===== src/rtl/i2c_pkg.sv =====
// Shared types and constants for the I2C slave receiver.
package i2c_pkg;

  localparam int ADDR_W = 7;

  // sda_oe levels: the slave ACKs by pulling SDA low
  localparam logic ACK_LEVEL  = 1'b1;
  localparam logic NACK_LEVEL = 1'b0;
  localparam logic RW_WRITE   = 1'b0;

  typedef enum logic [2:0] {
    ST_IDLE,
    ST_ADDR,
    ST_ADDR_ACK,
    ST_DATA,
    ST_DATA_ACK,
    ST_IGNORE
  } state_t;

  function automatic logic addr_match(input logic [7:0] addr_byte,
                                      input logic [ADDR_W-1:0] dev_addr);
    return (addr_byte[7:1] == dev_addr) && (addr_byte[0] == RW_WRITE);
  endfunction

endpackage


===== src/rtl/i2c_sync_edge.sv =====
// Multi-flop synchronizer for one I2C line plus rise/fall strobes on the
// synchronized level. Flops reset to 1, the idle level of an I2C bus.
module i2c_sync_edge #(
  parameter int STAGES = 2
) (
  input  logic clk,
  input  logic rst_n,
  input  logic din,
  output logic level,
  output logic rise,
  output logic fall
);

  logic [STAGES-1:0] sync_reg;
  logic              prev_reg;

  genvar gi;
  generate
    for (gi = 0; gi < STAGES; gi++) begin : g_stage
      if (gi == 0) begin : g_first
        always_ff @(posedge clk or negedge rst_n) begin
          if (!rst_n) sync_reg[gi] <= 1'b1;
          else        sync_reg[gi] <= din;
        end
      end else begin : g_next
        always_ff @(posedge clk or negedge rst_n) begin
          if (!rst_n) sync_reg[gi] <= 1'b1;
          else        sync_reg[gi] <= sync_reg[gi-1];
        end
      end
    end
  endgenerate

  always_ff @(posedge clk or negedge rst_n) begin
    if (!rst_n) prev_reg <= 1'b1;
    else        prev_reg <= sync_reg[STAGES-1];
  end

  assign level = sync_reg[STAGES-1];
  assign rise  = level & ~prev_reg;
  assign fall  = ~level & prev_reg;

endmodule


===== src/rtl/i2c_slave_receiver.sv =====
// Write-only I2C slave: matches a 7-bit address, ACKs it and every data byte,
// and presents each received byte with a one-cycle rx_valid pulse.
module i2c_slave_receiver
  import i2c_pkg::*;
#(
  parameter logic [ADDR_W-1:0] DEV_ADDR    = 7'h48,
  parameter int                SYNC_STAGES = 2
) (
  input  logic       clk,
  input  logic       rst_n,
  input  logic       scl_in,
  input  logic       sda_in,
  output logic       sda_oe,
  output logic [7:0] rx_data,
  output logic       rx_valid,
  output logic       rx_start,
  output logic       rx_stop,
  output logic       busy
);

  logic scl_level, scl_rise, scl_fall;
  logic sda_level, sda_rise, sda_fall;

  i2c_sync_edge #(.STAGES(SYNC_STAGES)) u_scl_sync (
    .clk   (clk),
    .rst_n (rst_n),
    .din   (scl_in),
    .level (scl_level),
    .rise  (scl_rise),
    .fall  (scl_fall)
  );

  i2c_sync_edge #(.STAGES(SYNC_STAGES)) u_sda_sync (
    .clk   (clk),
    .rst_n (rst_n),
    .din   (sda_in),
    .level (sda_level),
    .rise  (sda_rise),
    .fall  (sda_fall)
  );

  logic start_det, stop_det;
  assign start_det = sda_fall & scl_level;
  assign stop_det  = sda_rise & scl_level;

  state_t      state_reg;
  logic [2:0]  bit_cnt_reg;
  logic [7:0]  shift_reg;
  logic        byte_done_reg;

  // In the ACK states sda_oe doubles as the phase flag: the first SCL fall
  // starts driving, the second one releases and moves on to DATA.
  always_ff @(posedge clk or negedge rst_n) begin
    if (!rst_n) begin
      state_reg     <= ST_IDLE;
      bit_cnt_reg   <= 3'd0;
      shift_reg     <= 8'h00;
      byte_done_reg <= 1'b0;
      sda_oe        <= NACK_LEVEL;
      rx_data       <= 8'h00;
      rx_valid      <= 1'b0;
      rx_start      <= 1'b0;
      rx_stop       <= 1'b0;
    end else begin
      rx_valid <= 1'b0;
      rx_start <= 1'b0;
      rx_stop  <= 1'b0;
      if (start_det) begin
        state_reg     <= ST_ADDR;
        bit_cnt_reg   <= 3'd0;
        shift_reg     <= 8'h00;
        byte_done_reg <= 1'b0;
        sda_oe        <= NACK_LEVEL;
        rx_start      <= 1'b1;
      end else if (stop_det) begin
        state_reg     <= ST_IDLE;
        byte_done_reg <= 1'b0;
        sda_oe        <= NACK_LEVEL;
        rx_stop       <= 1'b1;
      end else begin
        case (state_reg)
          ST_ADDR: begin
            if (scl_rise) begin
              shift_reg   <= {shift_reg[6:0], sda_level};
              bit_cnt_reg <= bit_cnt_reg + 3'd1;
              if (bit_cnt_reg == 3'd7) begin
                state_reg <= addr_match({shift_reg[6:0], sda_level}, DEV_ADDR)
                             ? ST_ADDR_ACK : ST_IGNORE;
              end
            end
          end
          ST_ADDR_ACK, ST_DATA_ACK: begin
            if (scl_fall) begin
              if (sda_oe == ACK_LEVEL) begin
                sda_oe    <= NACK_LEVEL;
                state_reg <= ST_DATA;
              end else begin
                sda_oe    <= ACK_LEVEL;
              end
            end
          end
          ST_DATA: begin
            if (byte_done_reg) begin
              rx_data       <= shift_reg;
              rx_valid      <= 1'b1;
              byte_done_reg <= 1'b0;
              state_reg     <= ST_DATA_ACK;
            end else if (scl_rise) begin
              shift_reg   <= {shift_reg[6:0], sda_level};
              bit_cnt_reg <= bit_cnt_reg + 3'd1;
              if (bit_cnt_reg == 3'd7) byte_done_reg <= 1'b1;
            end
          end
          ST_IDLE, ST_IGNORE: begin
          end
          default: state_reg <= ST_IDLE;
        endcase
      end
    end
  end

  assign busy = (state_reg != ST_IDLE);

endmodule

===== config.mk =====
export PLATFORM = sky130hd
export DESIGN_NAME = i2c_slave_receiver
export DESIGN_NICKNAME = d
export VERILOG_FILES = /design/src/rtl/i2c_pkg.sv /design/src/rtl/i2c_sync_edge.sv /design/src/rtl/i2c_slave_receiver.sv
export SDC_FILE = /design/constraint.sdc
export NUM_CORES = 1
export LEC_CHECK = 0
export ABC_CLOCK_PERIOD_IN_PS = 1900
export CAP_MARGIN = 20
export CELL_PAD_IN_SITES_DETAIL_PLACEMENT = 1
export CELL_PAD_IN_SITES_GLOBAL_PLACEMENT = 2
export CORE_UTILIZATION = 37
export CTS_CLUSTER_DIAMETER = 50
export CTS_CLUSTER_SIZE = 20
export DETAILED_ROUTE_END_ITERATION = 7
export PLACE_DENSITY_LB_ADDON = 0.1
export SYNTH_ARGS = -nofsm -noshare
export SYNTH_HDL_FRONTEND = slang
export SYNTH_SLANG_ARGS = --single-unit

===== constraint.sdc =====
create_clock -name clk -period 1.9 [get_ports clk]
set_input_delay 0.38 -clock clk [delete_from_list [all_inputs] [get_ports clk]]
set_output_delay 0.38 -clock clk [all_outputs]
set_load 0.02 [all_outputs]

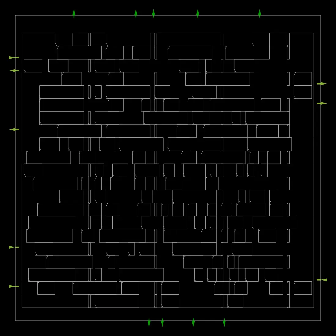
Run 1: cell outlines without signal wires
number of well taps: 46
post-route core utilization: 0.503
number of cells in the finished layout apart from fillers: 185
flip-flop and latch share of the layout cell area: 0.477
flip-flops: 33

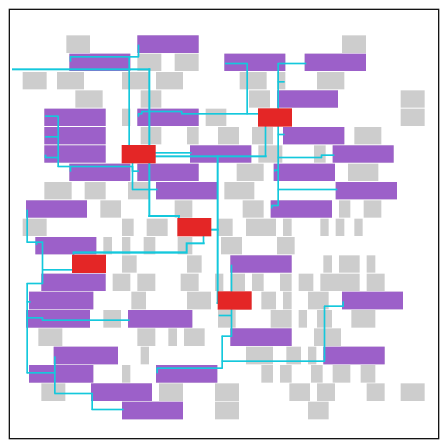
Run 1: clock network drawn from the DEF
- red: clock drivers (count 5)
- purple: flip-flops (count 33)
- cyan: clock wires (length 410 um)
- routed clock nets: 6
clk ins delay skew pair: 280 ps
clock share of power: 0.249
setup skew after layout: 3.77 ps
power dissipated in the clock network: 0.000508 W

==> flow_metrics.env, run 1 <==
# physical design summary
export IMPL_top_area_cell="dfrtp_1"
export IMPL_whs_endpoint="u_scl_sync.level"
export IMPL_buffer_ports_inserted=16
export IMPL_synth_adder_area_share=0.0179
export IMPL_cellPowerDensity_nw_per_um2=1170
export IMPL_hold_start="u_scl_sync.sync_reg[0]"
export IMPL_hold_class="reg -> reg"
export IMPL_timing_critical_path_buf_inv=1
export IMPL_ctsResizeCount=1
export IMPL_most_instantiated_cells_after_synthesis="dfrtp_1 (27), mux2_2 (11), a22o_1 (9)"
export IMPL_edf_count=0
export IMPL_pre_cts_slack_ps=135
export IMPL_tightest_slew_ps=463
export IMPL_grt_antenna_before_repair=0
export IMPL_postSynthAreaPerCell_um2=12.9
export IMPL_nonClkBufAreaFrac=0.125
export IMPL_die_area_um2=4040
export IMPL_run_status="completed"
export IMPL_drt_first_iter_violations=54
export IMPL_critPathCaptureType="output pin"
export IMPL_worstPathCellList="or3_1 -> dlygate4sd2_1"
export IMPL_worst_r2r_setup_slack_ps=130
export IMPL_grt_overflow=0
export IMPL_fillers=372
export IMPL_drive_above_1_share=0.266
export IMPL_p_total_w=0.00204
export IMPL_finalSetupViolCount=0
export IMPL_final_signal_inverter_count=3
export IMPL_max_cap_viol_count=0
export IMPL_top_cell="dfrtp_1"
export IMPL_final_ant_viol_nets=0
export IMPL_synthAoiAreaFrac=0.129
export IMPL_avgViaCountPerCell=5.24
export IMPL_ff_latch_area_um2=833
export IMPL_num_antenna_cells=0
export IMPL_area_growth_synth_to_final_pct=24.6
export IMPL_first_pass_iters=4
export IMPL_slowest_stage="dfrtp_1"
export IMPL_cp_startpoint="state_reg[2]"
export IMPL_rr_endpoint="state_reg[2]"
export IMPL_finalClockPeriodUsage=0.972
export IMPL_dominant_cell_class="registers"
export IMPL_maxPowerGroup="registers"
export IMPL_layout_min_cycle_time_ps=1850
export IMPL_syn_cell_area_um2=1400
export IMPL_synthesized_flop_and_latch_total=33
export IMPL_syn_instance_count=109
export IMPL_whs_ps=357
export IMPL_ioPinCount=17
export IMPL_fp_utilization=0.404
export IMPL_grt_start_max_net_pins=34
export IMPL_max_vdd_ir_drop_mv=0.531
export IMPL_postSynthSeqShare=0.595
export IMPL_yosys_area_top_type_share=0.482
export IMPL_place_area_um2=1660
export IMPL_place_inst=177
export IMPL_critical_path_top_delay_family="flip-flops"
export IMPL_top_cells_by_area="dfrtp_1 (48%), dfstp_2 (11%), mux2_2 (8.8%), a22o_1 (5.6%), ha_1 (1.8%)"
export IMPL_clockBufferCount=7
export IMPL_dieHeight_um=63.5
export IMPL_fmax_mhz=541
export IMPL_die_w_um=63.5
export IMPL_clk_root_buffer_cell="clkbuf_8"
export IMPL_cpPeakStageDelay_ps=460
export IMPL_yosys_cells=109
export IMPL_post_synth_main_logic_family="simple AND/OR/NAND/NOR gates"
export IMPL_postSynth_topFlopCell="dfrtp_1"
export IMPL_synth_area_yosys_um2=1400
export IMPL_rsz_0062_raised_after_global_routing="no"
export IMPL_cts_setup_buffers=0
export IMPL_cp_data_arrival_time_ps=1470
export IMPL_postSynthNetCount=115
export IMPL_hold_path_cell_count=0
export IMPL_design_core_area_um2=3470
export IMPL_clk_path_buf_depth=2
export IMPL_yosys_area_share_xor_xnor=0.0125
export IMPL_muxShareOfSynthArea=0.0884
export IMPL_path_max_fanout=8
export IMPL_pwr_share_seq=0.432
export IMPL_leakage_nw=0.807
export IMPL_cts_num_sinks=33
export IMPL_critical_path_reg2reg_startpoint="state_reg[0]"
export IMPL_log_warning_count=26
export IMPL_simple_gate_area_frac=0.138
export IMPL_detail_route_drc_violations=0
export IMPL_numCtsBuffers=5
export IMPL_first_global_vias=1026
export IMPL_net_switching_power_w=0.000680
export IMPL_post_route_cell_area_um2=1750
export IMPL_intPower_w=0.00136
export IMPL_yosys_warnings=0
export IMPL_p_comb_w=0.000649
export IMPL_critPathLaunchType="register"
export IMPL_timing_slew_headroom=0.687
export IMPL_cts_hold_fix_buffers=0
export IMPL_p_seq_w=0.000881
export IMPL_reg2reg_depth=6
export IMPL_final_nets=144
export IMPL_grt_first_pass_wirelength_um=5120
export IMPL_placement_rows=21
export IMPL_timing_max_transition_violations_final=0
export IMPL_finalHoldViolations=0
export IMPL_lay_top_cells="dfrtp_1 (27), clkdlybuf4s50_1 (15), mux2_2 (11)"
export IMPL_cts_htree_levels=2
export IMPL_synth_async_sr_flop_share=1.00
export IMPL_mi_logic_area_um2=541
export IMPL_pwr_share_comb=0.318
export IMPL_worst_endpoint_required_ps=1520
export IMPL_finalWeightedCongestion=0.849
export IMPL_yosysUniqueCellTypes=35
export IMPL_dp_hpwl_um=2060
export IMPL_cts_tree="yes"
export IMPL_timing_setup_tns_ps=0
export IMPL_switching_share_of_power=0.334
export IMPL_path_class="reg -> out"
export IMPL_post_route_worst_setup_slack_ps=52.7
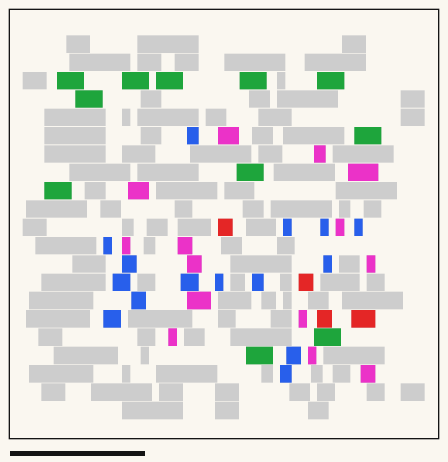
Run 1: gate families picked out
The bar under the picture is 20 um long.
- green: multiplexers (cells 11; most used mux2_2)
- magenta: NOR gates (cells 14; most used nor2_1)
- blue: NAND gates (cells 15; most used nand2_1)
- red: AND and OR gates (cells 4; most used or3_1)
top logic cell by instance count in the layout: dfrtp_1
fraction of standard cell area in multi-input logic: 0.310

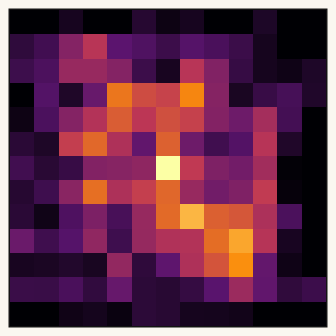
Run 1: routed metal per tile
The die is cut into 13 by 13 equal tiles; black is low, pale yellow is high, scaled to the fullest tile. Values are wire area over tile area, all layers added.
- emptiest ninth of the die: north-east
- mean over tiles: 0.11
- tiles over half the peak: 14%
- fullest tile: 0.44
Final Routed Wirelength: 2890 um
total routing resource utilization after global routing: 0.169
overall via count from detail_route: 970
post-DR wirelength/cell: 15.6 um

==> run 1: how the worst max path moves through the flow <==
stage	slack [ps]	cells after the start	endpoint
2_1_floorplan	250	5	rx_data[0]
3_3_place_gp	180	2	busy
3_5_place_dp	140	2	busy
4_1_cts	50	2	busy
5_1_grt	20	2	busy
6_report	50	2	busy
==> run 1: metal layers <==
| layer | share of wire | GRT usage | vias to the layer above |
|---|---|---|---|
| li1 | - | - | 452 |
| met1 | 0.48 | 0.225 | 497 |
| met2 | 0.48 | 0.257 | 16 |
| met3 | 0.032 | 0.0507 | 5 |
| met4 | 0.015 | 0.0625 | 0 |
| met5 | 0 | 0 | - |
==> run 1: kinds of logic after synthesis <==
group           Yosys count
compound gates           23
xor+xnor                  2
fa+ha+maj                 2
buf+inv                   5
flops                    33
mux                      11
simple gates             33
Run 1, a small window of the routed layout:
The bar under the picture is 10 um long. Region (19, 7) to (44, 32) um. Cells in gray, sequential cells in the stronger gray; small squares are vias.
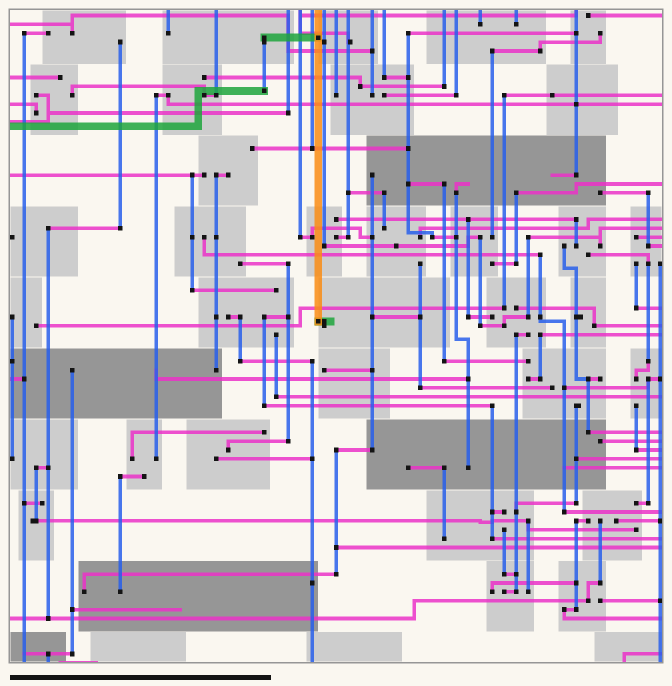

==> run 1 -> run 2 <==
--- a/config.mk
+++ b/config.mk
@@ -14,6 +14,8 @@
 export CTS_CLUSTER_SIZE = 20
 export DETAILED_ROUTE_END_ITERATION = 7
 export PLACE_DENSITY_LB_ADDON = 0.1
+export RECOVER_POWER = 50
+export SLEW_MARGIN = 0
 export SYNTH_ARGS = -nofsm -noshare
 export SYNTH_HDL_FRONTEND = slang
 export SYNTH_SLANG_ARGS = --single-unit
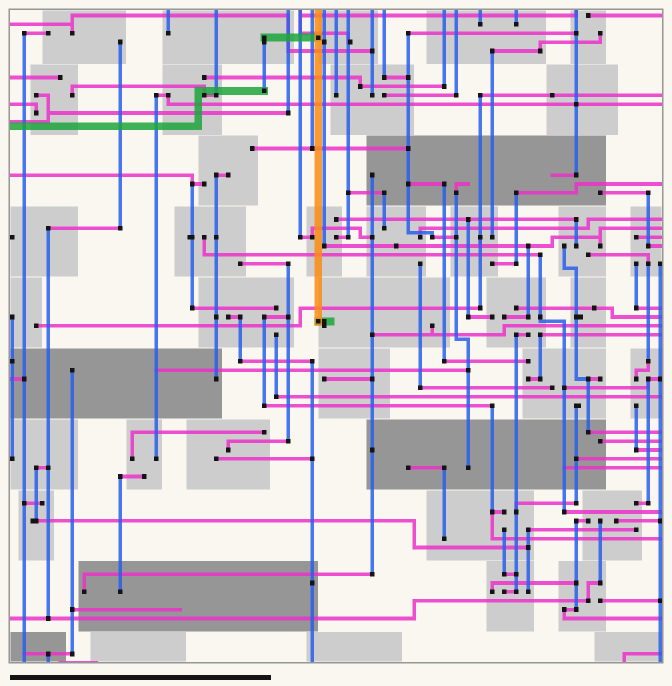
Run 2: a small window of the routed layout
The bar under the picture is 10 um long. Region (19, 7) to (44, 32) um. Cells in gray, sequential cells in the stronger gray; small squares are vias.
- magenta: metal 1
- orange: metal 4
- blue: metal 2
- green: metal 3
- cells with their middle in the window: 37
- netlist names of flops here include: state_reg (2)
- sequential cells in the window: 4
- most frequent: buf_4 (3), dfrtp_1 (3)

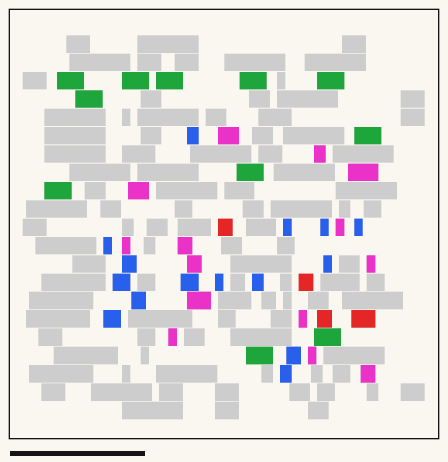
Run 2: gate families picked out
The bar under the picture is 20 um long.
- magenta: NOR gates (cells 14; most used nor2_1)
- red: AND and OR gates (cells 4; most used or3_1)
- blue: NAND gates (cells 15; most used nand2_1)
- green: multiplexers (cells 11; most used mux2_2)
fraction of standard cell area in multi-input logic: 0.310

==> run 2 against run 1 <==
  * Largest power group unchanged
  * Critical endpoint unchanged
  * Critical path depth did not move
  * Combinational power barely moved
  * Design area fell by 0.14%
==> flow_metrics.env, run 2 <==
# physical design summary
export IMPL_run_status="completed"
export IMPL_layoutNonFillerInstCount=185
export IMPL_critPathLaunchType="register"
export IMPL_ioPinCount=17
export IMPL_design_core_area_um2=3470
export IMPL_place_inst=177
export IMPL_wl_met3_um=94
export IMPL_synth_adder_area_share=0.0179
export IMPL_cp_startpoint="state_reg[2]"
export IMPL_placement_rows=21
export IMPL_worst_r2r_setup_slack_ps=130
export IMPL_tightest_slew_ps=789
export IMPL_detail_route_drc_violations=0
export IMPL_post_dr_wirelength_cell_um=15.6
export IMPL_worst_endpoint_required_ps=1520
export IMPL_grtUsageMet2=0.257
export IMPL_grt_first_pass_wirelength_um=5120
export IMPL_postSynthNetCount=115
export IMPL_grt_most_used_layer="met2"
export IMPL_synthAoiAreaFrac=0.129
export IMPL_cts_setup_buffers=0
export IMPL_cellPowerDensity_nw_per_um2=1170
export IMPL_setup_worst_path_end="busy"
export IMPL_grt_total_usage=0.169
export IMPL_num_antenna_cells=0
export IMPL_cts_tree="yes"
export IMPL_worstPathCellList="or3_1 -> dlygate4sd2_1"
export IMPL_log_warning_count=26
export IMPL_post_route_worst_setup_slack_ps=57.5
export IMPL_finalSetupViolCount=0
export IMPL_postSynthAreaPerCell_um2=12.9
export IMPL_worstSkewPairLatency_ps=280
export IMPL_lay_top_cells="dfrtp_1 (27), clkdlybuf4s50_1 (12), mux2_2 (11)"
export IMPL_whs_ps=357
export IMPL_rsz_0062_raised_after_global_routing="no"
export IMPL_grt_overflow=0
export IMPL_max_cap_viol_count=0
export IMPL_first_pass_iters=4
export IMPL_fmax_mhz=543
export IMPL_clk_path_buf_depth=2
export IMPL_layout_top_cell="dfrtp_1"
export IMPL_path_max_fanout=8
export IMPL_first_global_vias=1026
export IMPL_yosys_area_top_type_share=0.482
export IMPL_ctsResizeCount=1
export IMPL_cts_num_sinks=33
export IMPL_most_instantiated_cells_after_synthesis="dfrtp_1 (27), mux2_2 (11), a22o_1 (9)"
export IMPL_post_route_cell_area_um2=1740
export IMPL_pre_cts_slack_ps=135
export IMPL_fp_utilization=0.404
export IMPL_yosys_cells=109
export IMPL_wl_met2_um=1370
export IMPL_top_cells_by_area="dfrtp_1 (48%), dfstp_2 (11%), mux2_2 (8.8%), a22o_1 (5.6%), ha_1 (1.8%)"
export IMPL_post_synth_main_logic_family="simple AND/OR/NAND/NOR gates"
export IMPL_cpPeakStageDelay_ps=460
export IMPL_slowest_stage="dfrtp_1"
export IMPL_dieHeight_um=63.5
export IMPL_top_cell="dfrtp_1"
export IMPL_timing_max_transition_violations_final=0
export IMPL_grt_antenna_before_repair=0
export IMPL_place_area_um2=1660
export IMPL_final_ant_viol_nets=0
export IMPL_grt_start_max_net_pins=34
export IMPL_syn_cell_area_um2=1400
export IMPL_muxShareOfSynthArea=0.0884
export IMPL_leakage_nw=0.807
export IMPL_cts_reportedPaths_clkPinSlew_ps=60
export IMPL_dp_hpwl_um=2060
export IMPL_area_growth_synth_to_final_pct=24.4
export IMPL_path_class="reg -> out"
export IMPL_top_area_cell="dfrtp_1"
export IMPL_timing_setup_tns_ps=0
export IMPL_edf_count=0
export IMPL_finalWeightedCongestion=0.849
export IMPL_simple_gate_area_frac=0.138
export IMPL_cts_htree_levels=2
export IMPL_met3_grt_util=0.0507
export IMPL_die_w_um=63.5
export IMPL_syn_instance_count=109
export IMPL_critical_path_reg2reg_startpoint="state_reg[0]"
export IMPL_critPathCaptureType="output pin"
export IMPL_clk_root_buffer_cell="clkbuf_8"
export IMPL_wl_met1_um=1370
export IMPL_wl_um=2880
export IMPL_die_area_um2=4040
export IMPL_rr_endpoint="state_reg[2]"
export IMPL_vias=965
export IMPL_hold_class="reg -> reg"
export IMPL_synthesized_flop_and_latch_total=33
export IMPL_drt_first_iter_violations=39
export IMPL_reg2reg_depth=6
export IMPL_fillers=372
export IMPL_layout_min_cycle_time_ps=1840
export IMPL_drive_above_1_share=0.259
export IMPL_topRoutingLayerUsed="met4"
export IMPL_whs_endpoint="u_scl_sync.level"
export IMPL_synth_area_yosys_um2=1400
export IMPL_yosys_area_share_xor_xnor=0.0125
export IMPL_final_nets=144
export IMPL_clock_skew_final_ps=4.21
export IMPL_hold_start="u_scl_sync.sync_reg[0]"
export IMPL_cts_hold_fix_buffers=0
export IMPL_p_total_w=0.00203
export IMPL_postSynthSeqShare=0.595
export IMPL_cp_data_arrival_time_ps=1460
export IMPL_postSynth_topFlopCell="dfrtp_1"
export IMPL_yosysUniqueCellTypes=35
export IMPL_finalHoldViolations=0
export IMPL_grt_use_met1=0.225
export IMPL_avgViaCountPerCell=5.22
export IMPL_numCtsBuffers=5
export IMPL_finalClockPeriodUsage=0.970
export IMPL_max_vdd_ir_drop_mv=0.531
export IMPL_hold_path_cell_count=0
export IMPL_timing_slew_headroom=0.474
export IMPL_yosys_warnings=0
export IMPL_buffer_ports_inserted=16
export IMPL_post_route_util=0.503
export IMPL_synth_async_sr_flop_share=1.00
## run 2: layout make-up
class,instances,area [um2],area share
clock inverter,1,7.51,0.00431
inverter,3,11.3,0.00646
tap,46,57.6,0.0330
sequential,33,833,0.478
timing repair buffer,24,216,0.124
multi-input combinational,71,541,0.310
clock buffer,7,76.3,0.0438
## run 2: logic make-up after synthesis
group | after synthesis
simple gates | 33
flops | 33
compound gates | 23
mux | 11
buf+inv | 5
xor+xnor | 2
fa+ha+maj | 2
## run 2: worst max-delay path: cells and delay by family (launching register included)
| kind | cells | cell delay (ps) |
|---|---|---|
| buf+inv | 1 | 340 |
| simple gates | 1 | 380 |
| flops | 1 | 460 |
## run 2: report_power, final
group	switching, W	internal [W]	total (W)
registers	0.0000823	0.000798	0.000880
logic	0.000349	0.000298	0.000647
clock network	0.000247	0.000259	0.000506
Run 2, clock network drawn from the DEF:
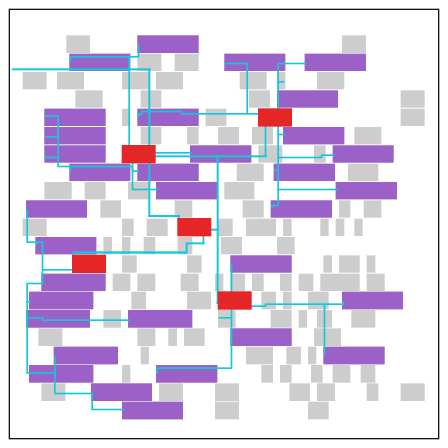

==> run 2 -> run 3 <==
--- a/config.mk
+++ b/config.mk
@@ -9,10 +9,12 @@
 export CAP_MARGIN = 20
 export CELL_PAD_IN_SITES_DETAIL_PLACEMENT = 1
 export CELL_PAD_IN_SITES_GLOBAL_PLACEMENT = 2
-export CORE_UTILIZATION = 37
+export CORE_UTILIZATION = 39
+export CTS_BUF_LIST = sky130_fd_sc_hd__clkbuf_2
 export CTS_CLUSTER_DIAMETER = 50
 export CTS_CLUSTER_SIZE = 20
 export DETAILED_ROUTE_END_ITERATION = 7
+export HOLD_SLACK_MARGIN = 0.03
 export PLACE_DENSITY_LB_ADDON = 0.1
 export RECOVER_POWER = 50
 export SLEW_MARGIN = 0
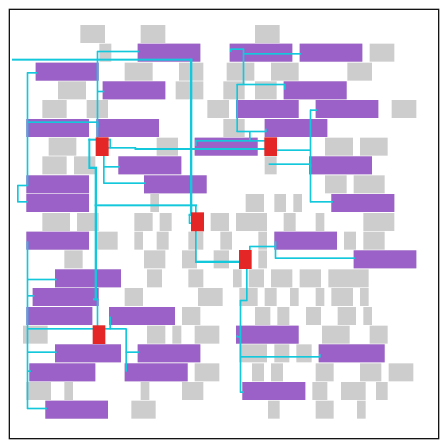
Run 3: clock network drawn from the DEF
- cyan: clock wires (length 398 um)
- red: clock drivers (count 5)
- purple: flip-flops (count 33)
- routed clock nets: 6
clock share of power: 0.178
power dissipated in the clock network: 0.000330 W
clk ins delay skew pair: 370 ps
setup skew after layout: 16.3 ps

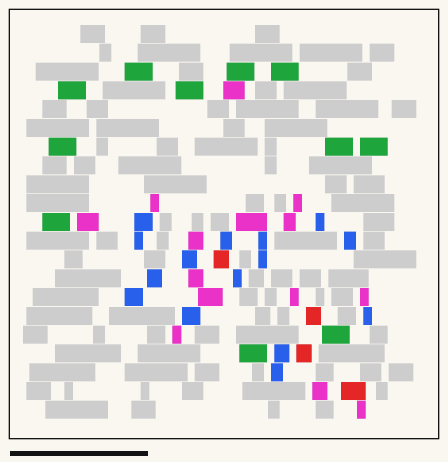
Run 3: gate families picked out
The bar under the picture is 20 um long.
- magenta: NOR gates (cells 14; most used nor2_1)
- blue: NAND gates (cells 15; most used nand2_1)
- green: multiplexers (cells 11; most used mux2_2; where widely spread)
- red: AND and OR gates (cells 4; most used or3_1)
fraction of standard cell area in multi-input logic: 0.318

==> run 3 against run 2 <==
  * Combinational power rose by 2%
  * Maximum frequency increased by 4.0%
  * Setup slack gained 70 ps
  * Global-route usage increased by 0.57 points
  * Critical path type is now reg -> reg
  * Non-clock buffer count did not move
==> flow_metrics.env, run 3 <==
# physical design summary
export IMPL_grt_total_usage=0.174
export IMPL_post_synth_main_logic_family="simple AND/OR/NAND/NOR gates"
export IMPL_avgViaCountPerCell=5.15
export IMPL_clk_root_buffer_cell="clkbuf_2"
export IMPL_yosys_cells=109
export IMPL_post_route_worst_setup_slack_ps=128
export IMPL_die_w_um=61.9
export IMPL_area_share_sequential=0.491
export IMPL_numCtsBuffers=5
export IMPL_yosys_warnings=0
export IMPL_final_signal_buffer_count=24
export IMPL_cellPowerDensity_nw_per_um2=1090
export IMPL_postSynth_topFlopCell="dfrtp_1"
export IMPL_fillers=357
export IMPL_whs_endpoint="u_scl_sync.level"
export IMPL_tap_cell_count=46
export IMPL_cts_num_sinks=33
export IMPL_design_core_area_um2=3390
export IMPL_run_status="completed"
export IMPL_path_class="reg -> reg"
export IMPL_hold_path_cell_count=0
export IMPL_cp_data_arrival_time_ps=2050
export IMPL_post_dr_wirelength_cell_um=14.7
export IMPL_fmax_mhz=564
export IMPL_cts_tree="yes"
export IMPL_layout_min_cycle_time_ps=1770
export IMPL_hold_start="u_scl_sync.sync_reg[0]"
export IMPL_critical_path_reg2reg_startpoint="state_reg[2]"
export IMPL_syn_instance_count=109
export IMPL_maxPowerGroup="registers"
export IMPL_p_total_w=0.00185
export IMPL_cts_htree_levels=2
export IMPL_path_max_fanout=9
export IMPL_lay_top_cells="dfrtp_1 (26), clkdlybuf4s50_1 (12), mux2_2 (11)"
export IMPL_finalHoldViolations=0
export IMPL_mi_logic_area_um2=541
export IMPL_log_warning_count=26
export IMPL_synthesized_flop_and_latch_total=33
export IMPL_intPower_w=0.00120
export IMPL_clockBufferCount=7
export IMPL_p_comb_w=0.000661
export IMPL_finalSetupViolCount=0
export IMPL_synth_adder_area_share=0.0179
export IMPL_whs_ps=368
export IMPL_area_growth_synth_to_final_pct=21.3
export IMPL_clk_path_buf_depth=2
export IMPL_wl_um=2730
export IMPL_leakage_nw=0.797
export IMPL_critPathLaunchType="register"
export IMPL_top_area_cell="dfrtp_1"
export IMPL_dominant_cell_class="registers"
export IMPL_net_switching_power_w=0.000648
export IMPL_layoutNonFillerInstCount=185
export IMPL_yosys_area_top_type_share=0.482
export IMPL_timing_slew_headroom=0.462
export IMPL_edf_count=0
export IMPL_most_instantiated_cells_after_synthesis="dfrtp_1 (27), mux2_2 (11), a22o_1 (9)"
export IMPL_first_global_vias=926
export IMPL_grt_first_pass_wirelength_um=4540
export IMPL_simple_gate_area_frac=0.138
export IMPL_hold_class="reg -> reg"
export IMPL_postSynthAreaPerCell_um2=12.9
export IMPL_finalWeightedCongestion=0.859
## run 3: cell count changes in the layout (fill, tap and decap cells not counted), sizes merged
cell,before,now
dlygate4sd2,1,0
clkbuf,8,9
## run 3: critical path: stages (launching register included)
cell	delay, ps
dfrtp_2	430
buf_4	150
and2b_4	290
nand2_1	110
nor3b_2	160
buf_4	200
mux2_2	350
## run 3: routing by layer
| metal | vias to the layer above | share of wire | track usage |
|---|---|---|---|
| li1 | 456 | - | - |
| met1 | 475 | 0.51 | 0.245 |
| met2 | 16 | 0.44 | 0.237 |
| met3 | 5 | 0.033 | 0.0745 |
| met4 | 0 | 0.017 | 0.0667 |
| met5 | - | 0 | 0 |
## run 3: timing repair
action                                 CTS  global route
gates resized                            3             1
endpoints found under the hold margin    0             0
buffers inserted                         1             0
setup endpoints to repair                1             1
Power and IR drop assume default switching activity.
